### Metal 3

The bar under the picture is 100 um long.
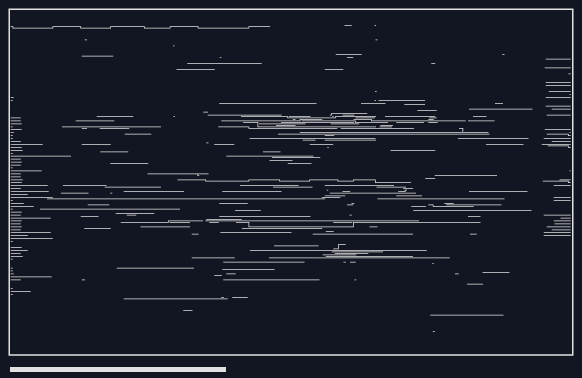
### Cell classes on the final placement

Fill, decap, tap and diode cells in grey.
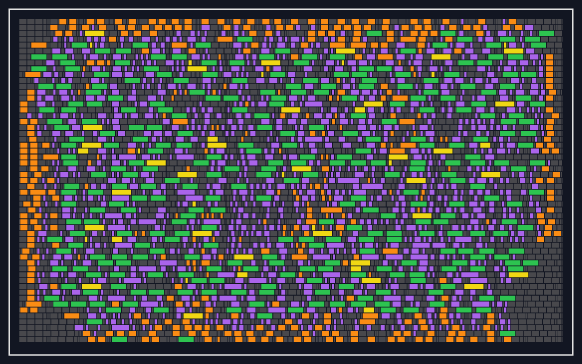
[src/rtl/board_pkg.sv]
// Shared board geometry, scanner state encoding and cell indexing for the
// Game of Life display path.
package board_pkg;

  localparam int BOARD_ROWS = 16;
  localparam int BOARD_COLS = 16;
  localparam int BOARD_BITS = 256;

  localparam logic [5:0] ST_IDLE    = 6'b000001;
  localparam logic [5:0] ST_LOAD    = 6'b000010;
  localparam logic [5:0] ST_SHIFT   = 6'b000100;
  localparam logic [5:0] ST_BLANK   = 6'b001000;
  localparam logic [5:0] ST_LATCH   = 6'b010000;
  localparam logic [5:0] ST_DISPLAY = 6'b100000;

  typedef enum logic [5:0] {
    S_IDLE    = ST_IDLE,
    S_LOAD    = ST_LOAD,
    S_SHIFT   = ST_SHIFT,
    S_BLANK   = ST_BLANK,
    S_LATCH   = ST_LATCH,
    S_DISPLAY = ST_DISPLAY
  } scan_state_e;

  // Cell (r, c) lives at bit 16*r + c, which is simply {r, c}.
  function automatic logic [7:0] cell_idx(input logic [3:0] r, input logic [3:0] c);
    return {r, c};
  endfunction

endpackage

[src/rtl/board_matrix_scanner_row_shift_out.sv]
// Serialises one 16-cell row to 74HC595-style column registers, column 15
// first, with sr_clk low for SHIFT_DIV cycles then high for SHIFT_DIV cycles.
module row_shift_out #(
  parameter int SHIFT_DIV = 4
) (
  input  logic        clk,
  input  logic        reset,
  input  logic        start_i,
  input  logic [15:0] row_i,
  output logic        sr_data_o,
  output logic        sr_clk_o,
  output logic        done_o
);

  localparam int DIV_W = $clog2(SHIFT_DIV) + 1;
  localparam logic [DIV_W-1:0] DIV_LAST = DIV_W'(SHIFT_DIV - 1);

  logic [15:0]      sreg_q;
  logic [3:0]       bit_q;
  logic [DIV_W-1:0] div_q;
  logic             busy_q;
  logic             data_q;
  logic             sclk_q;

  // Combinational so the scanner leaves SHIFT on the very edge that ends bit 15.
  assign done_o    = busy_q && (div_q == DIV_LAST) && sclk_q && (bit_q == 4'd15);
  assign sr_data_o = data_q;
  assign sr_clk_o  = sclk_q;

  always_ff @(posedge clk) begin
    if (!reset) begin
      sreg_q <= '0;
      bit_q  <= '0;
      div_q  <= '0;
      busy_q <= 1'b0;
      data_q <= 1'b0;
      sclk_q <= 1'b0;
    end else if (start_i) begin
      sreg_q <= {row_i[14:0], 1'b0};
      data_q <= row_i[15];
      sclk_q <= 1'b0;
      bit_q  <= '0;
      div_q  <= '0;
      busy_q <= 1'b1;
    end else if (busy_q) begin
      if (div_q == DIV_LAST) begin
        div_q <= '0;
        if (!sclk_q) begin
          sclk_q <= 1'b1;
        end else begin
          // Data moves only together with the falling shift clock.
          sclk_q <= 1'b0;
          if (bit_q == 4'd15) begin
            busy_q <= 1'b0;
            data_q <= 1'b0;
          end else begin
            bit_q  <= bit_q + 4'd1;
            data_q <= sreg_q[15];
            sreg_q <= {sreg_q[14:0], 1'b0};
          end
        end
      end else begin
        div_q <= div_q + 1'b1;
      end
    end
  end

endmodule

[src/rtl/board_matrix_scanner.sv]
// Snapshots the 256-cell board once per frame and scans it row by row onto a
// 16x16 LED matrix through serial column registers and a 4-bit row select.
module board_matrix_scanner
  import board_pkg::*;
#(
  parameter int SHIFT_DIV    = 4,
  parameter int DWELL_CYCLES = 1024
) (
  input  logic                  clk,
  input  logic                  reset,
  input  logic                  en_i,
  input  logic [BOARD_BITS-1:0] board_i,
  output logic                  sr_data_o,
  output logic                  sr_clk_o,
  output logic                  sr_latch_o,
  output logic [3:0]            row_sel_o,
  output logic                  row_en_o,
  output logic                  frame_o,
  output logic [5:0]            dbg_state_o
);

  localparam int DIV_W   = $clog2(SHIFT_DIV) + 1;
  localparam int DWELL_W = $clog2(DWELL_CYCLES) + 1;
  localparam logic [DIV_W-1:0]   LAT_LAST   = DIV_W'(SHIFT_DIV - 1);
  localparam logic [DWELL_W-1:0] DWELL_LAST = DWELL_W'(DWELL_CYCLES - 1);

  scan_state_e           state_q;
  logic [BOARD_BITS-1:0] snap_q;
  logic [3:0]            row_q;
  logic [DWELL_W-1:0]    dwell_q;
  logic [DIV_W-1:0]      lat_q;
  logic                  latch_q;
  logic [3:0]            row_sel_q;
  logic                  row_en_q;
  logic                  frame_q;

  logic                  dwell_last;
  logic                  shift_start;
  logic                  shift_done;
  logic [3:0]            shift_row;
  logic [15:0]           row_word;

  assign dwell_last  = (dwell_q == DWELL_LAST);
  assign shift_start = (state_q == S_LOAD) ||
                       ((state_q == S_DISPLAY) && dwell_last && (row_q != 4'd15));
  // The shifter loads on the edge that enters SHIFT, so it needs the upcoming row.
  assign shift_row   = (state_q == S_LOAD) ? 4'd0 : row_q + 4'd1;

  always_comb begin
    row_word = '0;
    for (int c = 0; c < BOARD_COLS; c++) begin
      row_word[c] = snap_q[cell_idx(shift_row, 4'(c))];
    end
  end

  row_shift_out #(
    .SHIFT_DIV(SHIFT_DIV)
  ) u_shift (
    .clk      (clk),
    .reset    (reset),
    .start_i  (shift_start),
    .row_i    (row_word),
    .sr_data_o(sr_data_o),
    .sr_clk_o (sr_clk_o),
    .done_o   (shift_done)
  );

  always_ff @(posedge clk) begin
    if (!reset) begin
      state_q   <= S_IDLE;
      snap_q    <= '0;
      row_q     <= '0;
      dwell_q   <= '0;
      lat_q     <= '0;
      latch_q   <= 1'b0;
      row_sel_q <= '0;
      row_en_q  <= 1'b0;
      frame_q   <= 1'b0;
    end else begin
      frame_q <= 1'b0;
      unique case (state_q)
        S_IDLE: begin
          if (en_i) begin
            state_q <= S_LOAD;
            snap_q  <= board_i;
            row_q   <= '0;
            frame_q <= 1'b1;
          end
        end
        S_LOAD: state_q <= S_SHIFT;
        S_SHIFT: begin
          if (shift_done) begin
            state_q  <= S_BLANK;
            row_en_q <= 1'b0;
          end
        end
        S_BLANK: begin
          state_q   <= S_LATCH;
          latch_q   <= 1'b1;
          row_sel_q <= row_q;
          lat_q     <= '0;
        end
        S_LATCH: begin
          if (lat_q == LAT_LAST) begin
            state_q  <= S_DISPLAY;
            latch_q  <= 1'b0;
            row_en_q <= 1'b1;
            dwell_q  <= '0;
          end else begin
            lat_q <= lat_q + 1'b1;
          end
        end
        S_DISPLAY: begin
          if (dwell_last) begin
            if (row_q != 4'd15) begin
              row_q   <= row_q + 4'd1;
              state_q <= S_SHIFT;
            end else begin
              row_en_q <= 1'b0;
              // Enable is only honoured here, at the frame boundary.
              if (en_i) begin
                state_q <= S_LOAD;
                snap_q  <= board_i;
                row_q   <= '0;
                frame_q <= 1'b1;
              end else begin
                state_q   <= S_IDLE;
                row_sel_q <= '0;
              end
            end
          end else begin
            dwell_q <= dwell_q + 1'b1;
          end
        end
        default: state_q <= S_IDLE;
      endcase
    end
  end

  assign sr_latch_o  = latch_q;
  assign row_sel_o   = row_sel_q;
  assign row_en_o    = row_en_q;
  assign frame_o     = frame_q;
  assign dbg_state_o = state_q;

endmodule

[config.mk]
export PLATFORM = sky130hd
export DESIGN_NAME = board_matrix_scanner
export DESIGN_NICKNAME = d
export VERILOG_FILES = /design/src/rtl/board_pkg.sv /design/src/rtl/board_matrix_scanner_row_shift_out.sv /design/src/rtl/board_matrix_scanner.sv
export SDC_FILE = /design/constraint.sdc
export NUM_CORES = 1
export LEC_CHECK = 0
export CAP_MARGIN = 20
export CELL_PAD_IN_SITES_DETAIL_PLACEMENT = 1
export CELL_PAD_IN_SITES_GLOBAL_PLACEMENT = 1
export CORE_ASPECT_RATIO = 0.6
export CORE_MARGIN = 4
export CORE_UTILIZATION = 41
export DETAILED_ROUTE_END_ITERATION = 10
export GPL_TIMING_DRIVEN = 0
export PLACE_DENSITY_LB_ADDON = 0.1
export SLEW_MARGIN = 5
export SYNTH_ARGS = -nofsm -noshare
export SYNTH_HDL_FRONTEND = slang
export SYNTH_SLANG_ARGS = --single-unit
[constraint.sdc]
create_clock -name clk -period 2.72 [get_ports clk]
set_input_delay 0.68 -clock clk [delete_from_list [all_inputs] [get_ports clk]]
set_output_delay 0.68 -clock clk [all_outputs]
set_load 0.02 [all_outputs]
==> CHANGELOG.md <==
## Implementation

* Synth unique cells at 61
* RR Endpoint: u_shift.sreg_q[14]$_SDFFE_PN0P_
* Root Buffer: clkbuf_16
* Synth warn at 0
* Clk slew on worst S/H paths at 0.07 ns
* Worst-skew pair later-pin latency at 0.57 ns
* Worst reg2reg startpoint: dbg_state_o[2]$_SDFFE_PN0P_
* Die area at 41300 um2
* HP Class: reg -> reg
* Synth async-reset ratio at 0%
* Combinational share of power at a little under a fifth
* Failing checks: setup timing
* DRT Pass-1 Iters at 5
* Initial antenna violation count at 3
* Clock share of power at ~36%
* Pleak at 0.00699 uW
* Pre-CTS setup slack at -0.656 ns
* Pint at 8200 uW
* Vias/cell at roughly 5.3
* Wirelength per Cell at 22.1 um
* Vias in the first global route at 14371
* Seq/Total Area, Yosys at 40.1%
* I/O Buffers at 272
* Setup TNS at -0.0329 ns
* Seq pwr share at around 45%
* Period utilization at 101%
* Hold Fails Final Rpt at 0
* Status: finished with violations
* Largest net degree at the start of global routing at 15
* IO Pins at 274
* Met1 Resource Use GR at 39.0%
* Final worst slack at -0.0197 ns
* Number of remaining DRC errors at 0
* RSZ-0062 raised after global routing: true
* Cts hold-fix bufs at 0
* Post-Layout Cell Count at 2541
* Final setup vio count at 3
* Crit-path max FO at 10
* Number of max-cap violations at 0
* WP buf/inv at 2
* Worst Min Path Start: snap_q[195]$_SDFFE_PN0P_
* Worst clock skew at around 0.014 ns
Notes on 'Metal 3' above:
wire length on this layer: 4170 um
share of all routed wire: 7.4%
longest straight run: 128 um
vias after detailed routing: 13572
met3 Use GR: 6.02%
Detailed Route WL: 56200 um

Notes on 'Cell classes on the final placement' above:
[purple] all other logic | cells: 1255
[orange] other buffers and delay cells | cells: 408
[green] flip-flops | cells: 312
[yellow] clock drivers and dummy loads | cells: 52
num rows: 55
final instance area: 20100 um2
sequential cell area share: 31.1%

[per-layer routing]
metal	part of all wire (%)	wire (um)
met1	48	26900
met2	43	24100
met5	0.037	21
met3	7.4	4170
met4	1.8	1010
[synthesized netlist by cell type (4+ instances only)]
library cell / instances
a21oi_1: 35
buf_2: 20
nand2_1: 456
and2_1: 5
or3_1: 5
nor2b_1: 10
a21boi_0: 50
nor4_1: 5
dfxtp_1: 312
nor2_1: 55
o31ai_1: 12
mux2i_1: 32
mux2_2: 16
a211oi_1: 10
buf_12: 22
a22oi_1: 4
a21boi_2: 200
mux4_2: 34
and3_1: 4
nand3_1: 15
a21boi_1: 18
ha_1: 6
buf_4: 5
inv_1: 16
a31oi_1: 17
clkbuf_1: 83
a22o_1: 14
o21ai_0: 62
xnor2_1: 9
nand2_2: 110
nor3_1: 12
[cells by family after synthesis]
kind of cell             after synthesis  synth area share [%]
AND/OR/NAND/NOR                      699                  19.8
AND-OR/OR-AND                        437                  24.3
flip-flops                           312                  40.1
buffers and inverters                151                  6.31
multiplexers                          82                  8.12
XOR/XNOR                              14                 0.883
adder cells (fa/ha/maj)                6                 0.482
[power groups by stage]
stage | logic [uW] | registers, uW | clock network, uW
2_1_floorplan | 1240 | 5090 | 0
3_3_place_gp | 2050 | 5150 | 0
3_5_place_dp | 2100 | 5170 | 0
4_1_cts | 2130 | 5070 | 4190
5_1_grt | 2300 | 5100 | 4390
6_report | 2140 | 5070 | 4130
[area by class of cell]
type / instances / area (um2)
sequential: 312 / 6250
antenna: 1 / 2.50
clock inverter: 5 / 25.0
clock buffer: 47 / 916
fill: 4372 / 17500
multi-input combinational: 1238 / 8440
buffer: 132 / 996
tap: 513 / 642
inverter: 17 / 63.8
timing repair buffer: 276 / 2750
[placed cells by master, fill, tap and decap left out, types with 6 or more instances in the layout]
cell type,n
nand2_1,456
dfxtp_1,310
clkdlybuf4s50_1,272
a21boi_2,200
nand2_2,110
clkbuf_1,60
o21ai_0,58
nor2_1,54
a21boi_0,50
a21oi_1,35
mux4_2,34
mux2i_1,31
clkbuf_16,31
buf_12,21
clkbuf_2,21
buf_2,19
a21boi_1,18
a31oi_1,17
inv_1,16
mux2_2,16
nand3_1,14
a22o_1,14
buf_4,12
o31ai_1,12
nor3_1,11
a211oi_1,10
nor2b_1,10
clkbuf_8,9
xnor2_1,8
clkbuf_4,6
ha_1,6
[sequential cells by signal, indices dropped and copies added, names as in the netlist]
register,flops
dbg_state_o,6
dwell_q,11
frame_o,1
lat_q,3
row_en_o,1
row_q,4
row_sel_o,4
snap_q,256
sr_latch_o,1
u_shift.bit_q,4
u_shift.busy_q,1
u_shift.div_q,3
u_shift.sr_clk_o,1
u_shift.sr_data_o,1
u_shift.sreg_q,15
[repair_timing]
item	4_1_cts	5_1_grt
buffers inserted	4	0
endpoints found under the setup margin	266	282
pin swaps	1	0
resized	35	49
[per-stage QoR]
step                area [um2]  hold slack, ns
floorplan                15600           0.431
global placement         19000           0.438
detailed placement       19000           0.446
CTS                      20000           0.455
global route             20100           0.467
finish                   20100           0.455
No activity file was given, so power comes from the tool's default toggle rates.
